==> run_1/cell_density.png <==
11 x 11 tiles, from white (low) to dark blue (high), 0 to 100% covered.
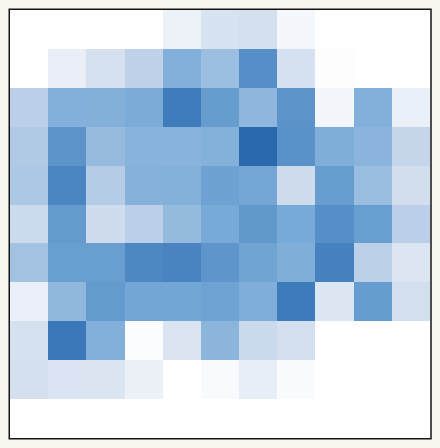
==> run_1/detail.png <==
Window x 70 to 90, y 72 to 92 µm. Cells in gray, sequential cells in the stronger gray; small squares are vias.
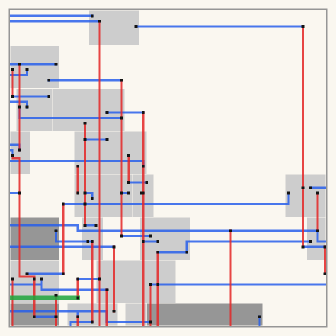
==> run_1/sizes.png <==
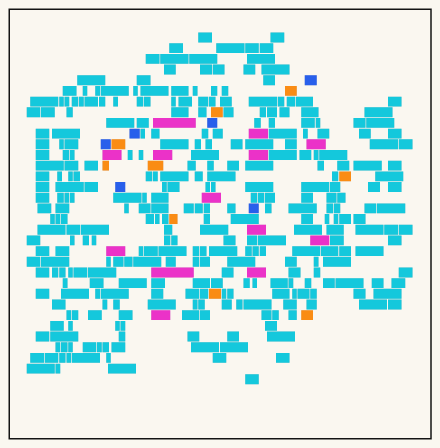
==> config.mk <==
export PLATFORM = sky130hd
export DESIGN_NAME = conversor_bin2bcd
export DESIGN_NICKNAME = d
export VERILOG_FILES = /design/src/rtl/conversor_bin2bcd.sv
export SDC_FILE = /design/constraint.sdc
export NUM_CORES = 1
export LEC_CHECK = 0
export CAP_MARGIN = 20
export CORE_AREA = 4 4 103 105
export CTS_BUF_LIST = sky130_fd_sc_hd__clkbuf_8
export CTS_CLUSTER_DIAMETER = 60
export DETAILED_ROUTE_END_ITERATION = 10
export DIE_AREA = 0 0 107 109
export PLACE_DENSITY = 0.5
export RECOVER_POWER = 100
export REMOVE_ABC_BUFFERS = 1
export SETUP_SLACK_MARGIN = 0.5
export SYNTH_ARGS = -nofsm -noshare
export SYNTH_HDL_FRONTEND = slang
export SYNTH_SLANG_ARGS = --single-unit
==> constraint.sdc <==
create_clock -name reloj -period 3.5 [get_ports reloj]
set_input_delay 1.05 -clock reloj [delete_from_list [all_inputs] [get_ports reloj]]
set_output_delay 1.05 -clock reloj [all_outputs]
set_load 0.01 [all_outputs]
==> results.py, run 1 <==
# Generated from Yosys and OpenROAD reports
metrics = {
    "status": {
        "outcome": "finished clean",
    },
    "critical_path": {
        "path_cells": "dlygate4sd3_1, buf_4, nor2_1, a21oi_1, o221a_2",
        "path_buffers": 2,
        "path_delay_family": "buffers and inverters",
        "cp-start-kind": "primary input",
        "r2r_slack_ps": 1390,
        "crit_path_max_incr_delay_ps": 570,
        "worst-path-stages": 5,
        "cp_slowest_cell": "dlygate4sd3_1",
        "required_ps": 3720,
        "arrival_ps": 2790,
        "worstSetupEndpointType": "flop",
    },
    "logic_synthesis": {
        "syn_area_mm2": 0.00287,
        "ys_sh_aoi_pct": 20.0,
        "common_cells": "64 x dfxtp_1, 33 x a21oi_1, 33 x nor2_1",
        "ys_sh_mux_pct": 7.68,
        "ys_sh_simple_pct": 15.0,
        "synth-seq-cells": 64,
        "synth_top_cell_by_area": "dfxtp_1",
        "postSynthCellCount": 301,
        "synth-edff-count": 0,
        "synthTopLogicFamily": "AND-OR/OR-AND gates",
        "yosys_cells": 301,
        "ys_area_mm2": 0.00287,
        "ys_seq_share_pct": 44.7,
        "async_reset_ff_share_pct": 0,
        "synthFlopType": "dfxtp_1",
        "synth_cell_types": 33,
        "synthDominantCellAreaShare_pct": 44.7,
        "synth_area_per_cell_um2": 9.53,
    },
    "run": {
        "tool_warnings": 31,
        "max_cap_violations": 0,
    },
    "route": {
        "dr_wl_met3_um": 360,
        "ant_nets": 0,
        "wl_per_cell_um": 13.1,
        "drt_first_pass_iters": 4,
        "drt-total-wl_um": 6270,
        "vias": 2215,
        "drt-met1-wl_um": 3040,
        "routed_via_density": 4.63,
        "top_layer_used": "met4",
        "drt_iter0_drc": 95,
    },
    "final_timing": {
        "finalSetupTns_ps": 0,
        "period_needed_ps": 2570,
        "whs_ps": 460,
        "hold_violations": 0,
        "min_period_over_period_pct": 73.4,
        "setup_viol": 0,
        "drv_slew": 0,
        "fmaxAchievable_mhz": 389,
        "tightest_slew_ps": 955,
    },
    "place": {
        "port_buffers": 40,
        "dp.cells": 463,
        "gp_congestion": 0.721,
        "dp_hpwl_um": 4360,
        "place_ws_ps": 799,
        "post_dp_cell_area_mm2": 0.00337,
    },
    "clock_network": {
        "cts_resized": 0,
        "post_cts_buffers": 0,
        "cts_buffers": 9,
        "hold_buffers": 0,
        "cts_root_buffer": "clkbuf_8",
        "cts_max_level": 3,
        "clock-sinks": 64,
        "clk_latency_ps": 340,
        "cts_buffer_depth": 2,
    },
    "floorplan": {
        "io_pins": 41,
        "die_y_um": 109,
        "die_w_um": 107,
        "fp.dieArea_mm2": 0.0117,
        "num_tap_cells": 133,
        "rows": 36,
    },
    "power_and_ir_drop": {
        "switching_share_pct": 22.6,
        "p_sw_mw": 0.361,
        "pwr-share-comb_pct": 7.7,
        "power_frac_seq_pct": 47.8,
        "p_seq_mw": 0.764,
        "ir_drop_mv": 0.196,
        "p_int_mw": 1.24,
        "p_leak_nw": 1.43,
        "total_power_mw": 1.60,
    },
    "grt": {
        "grt_pass1_wl_um": 10700,
        "grt_usage_pct": 11.7,
        "grt_use_met1_pct": 15.1,
        "met2_usage_pct": 18.3,
        "grt_max_degree": 26,
        "overflow": 0,
    },
    "cells_and_area": {
        "fillers": 1030,
        "buf_share_pct": 12.4,
        "sh_seq_area_pct": 35.8,
        "nNonClkInverters": 14,
        "drive_above_1_share_pct": 8.12,
        "comb_cells": 206,
        "seqCellArea_mm2": 0.00128,
        "largestClassByArea": "combinational gates",
        "clkbuf_count": 11,
        "flops": 64,
        "clk_share_pct": 6.16,
        "comb_share_pct": 39.4,
        "final_nets": 372,
        "lay_top_count": "dfxtp_1",
        "stdcell_count": 478,
    },
    "min_path": {
        "hp-class": "flop to flop",
        "hold_path_depth": 1,
    },
}
## Picture notes: cell_density.png
fullest tile: 77%
tiles over 75% full: 0.80%
mean over tiles: 29%
nearly empty tiles: 24%
emptiest ninth of the die: south-east
Core ar.: 0.00964 mm²
FP Core Util: 29.8%
final core occ: 37.1%

## Picture notes: detail.png
| layer | color |
|---|---|
| metal 3 | green |
| metal 1 | blue |
| metal 2 | red |
sequential cells in the window: 1
most frequent: a22o_1 (3), inv_1 (2), ha_1 (2)
cells with their middle in the window: 15

## Picture notes: sizes.png
| size | color | cells | share |
|---|---|---|---|
| _2 cells | orange | 9 | 2.6% |
| _6 and larger | magenta | 13 | 3.8% |
| _3 and _4 cells | blue | 6 | 1.7% |
| _0 and _1 cells | cyan | 317 | 92% |
fin area: 0.00358 mm²
area delta synth->final: 24.6%
final setup margin: 930 ps
Non-clock buffers: 46

==> run_1/io_placement.png <==
Bar = 20 µm. Pins as bars across the die edge, other pins in gray.
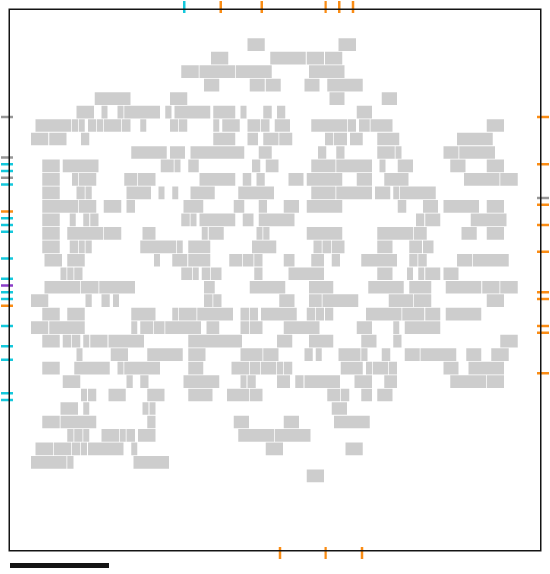

==> run 1 -> run 2 <==
--- a/config.mk
+++ b/config.mk
@@ -11,7 +11,7 @@
 export CTS_CLUSTER_DIAMETER = 60
 export DETAILED_ROUTE_END_ITERATION = 10
 export DIE_AREA = 0 0 107 109
-export PLACE_DENSITY = 0.5
+export PLACE_DENSITY = 0.51
 export RECOVER_POWER = 100
 export REMOVE_ABC_BUFFERS = 1
 export SETUP_SLACK_MARGIN = 0.5
==> constraint.sdc (replaced) <==
create_clock -name reloj -period 2.2 [get_ports reloj]
set_input_delay 0.66 -clock reloj [delete_from_list [all_inputs] [get_ports reloj]]
set_output_delay 0.66 -clock reloj [all_outputs]
set_load 0.01 [all_outputs]
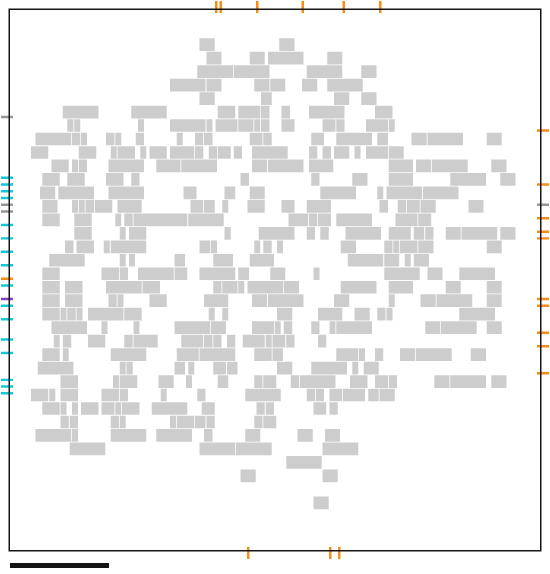
(run_2/io_placement.png)
Bar = 20 µm. Pins as bars across the die edge, other pins in gray.
| port | color | pins | direction | edge |
|---|---|---|---|---|
| ocupado | purple | 1 | output | west |
| binario | cyan | 16 | input | west |
| bcd | orange | 20 | output | 10 east, 6 north, 3 south, 1 west |
all pins by edge: 21 west, 11 east, 6 north, 3 south
I/O Buffers: 40
Die Wd: 107 µm
Die H: 109 µm

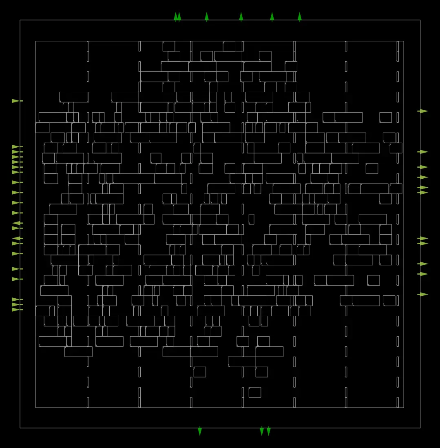
(run_2/placement.png)
Fill cells: 1054
seq_cells: 64
tap cells: 133
# rows: 36

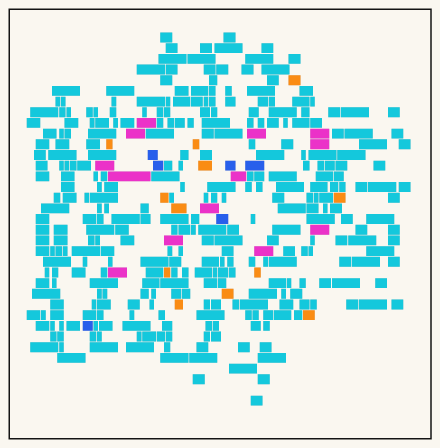
(run_2/sizes.png)
| size | color | cells | share |
|---|---|---|---|
| _3 and _4 cells | blue | 6 | 1.7% |
| _6 and larger | magenta | 13 | 3.7% |
| _2 cells | orange | 12 | 3.4% |
| _0 and _1 cells | cyan | 320 | 91% |
final setup margin: 415 ps
Non-clock buffers: 51

==> results.py, run 2 <==
# Generated from Yosys and OpenROAD reports
metrics = {
    "status": {
        "outcome": "finished clean",
    },
    "cells_and_area": {
        "stdcell_count": 484,
        "nNonClkInverters": 14,
        "buf_share_pct": 12.3,
        "lay_top_count": "dfxtp_1",
        "comb_share_pct": 39.8,
        "design_area_mm2": 0.00356,
        "largestClassByArea": "combinational gates",
        "clk_share_pct": 5.59,
        "drive_above_1_share_pct": 8.83,
        "final_nets": 377,
        "comb_cells": 206,
        "syn2layout_area_growth_pct": 24.0,
        "clkbuf_count": 11,
        "seqCellArea_mm2": 0.00128,
    },
    "logic_synthesis": {
        "syn_area_mm2": 0.00287,
        "ys_area_mm2": 0.00287,
        "synth_top_cell_by_area": "dfxtp_1",
        "ys_sh_aoi_pct": 20.0,
        "synth_area_per_cell_um2": 9.53,
        "yosys_cells": 301,
        "async_reset_ff_share_pct": 0,
        "synthDominantCellAreaShare_pct": 44.7,
        "synthTopLogicFamily": "AND-OR/OR-AND gates",
        "ys_seq_share_pct": 44.7,
    },
    "route": {
        "drt-met1-wl_um": 2900,
        "wl_per_cell_um": 12.5,
        "top_layer_used": "met4",
        "routed_via_density": 4.55,
        "drt_first_pass_iters": 4,
        "ant_nets": 0,
        "dr_wl_met3_um": 388,
        "drt-total-wl_um": 6060,
        "drt_iter0_drc": 52,
    },
    "clock_network": {
        "clock-sinks": 64,
        "hold_buffers": 0,
        "cts_buffers": 9,
        "cts_buffer_depth": 2,
    },
    "grt": {
        "met2_usage_pct": 18.4,
        "grt_usage_pct": 11.3,
        "grt_use_met1_pct": 13.4,
        "grt_max_degree": 31,
        "overflow": 0,
    },
    "power_and_ir_drop": {
        "total_power_mw": 2.43,
        "p_sw_mw": 0.567,
        "p_leak_nw": 1.46,
        "power_frac_seq_pct": 49.9,
        "p_seq_mw": 1.21,
        "ir_drop_mv": 0.350,
    },
    "run": {
        "max_cap_violations": 0,
    },
    "critical_path": {
        "path_delay_family": "buffers and inverters",
        "path_cells": "dlygate4sd2_1, clkbuf_2, nor2_2, clkbuf_1, o21ai_0, a21oi_1",
        "worst-path-stages": 6,
        "cp_slowest_cell": "clkbuf_2",
        "r2r_slack_ps": 420,
        "required_ps": 2470,
        "worstSetupEndpointType": "flop",
        "cp-start-kind": "primary input",
        "path_buffers": 3,
    },
    "final_timing": {
        "drv_slew": 0,
        "fmaxAchievable_mhz": 560,
        "min_period_over_period_pct": 81.1,
        "period_needed_ps": 1780,
        "hold_violations": 0,
        "tightest_slew_ps": 849,
    },
    "place": {
        "gp_congestion": 0.735,
        "post_dp_cell_area_mm2": 0.00343,
        "place_ws_ps": -94.3,
    },
    "min_path": {
        "hp-class": "flop to flop",
    },
    "floorplan": {
        "fp.dieArea_mm2": 0.0117,
        "core_area_mm2": 0.00964,
        "core_util_floorplan_pct": 29.8,
    },
}
No activity file was given, so power comes from the tool's default toggle rates.
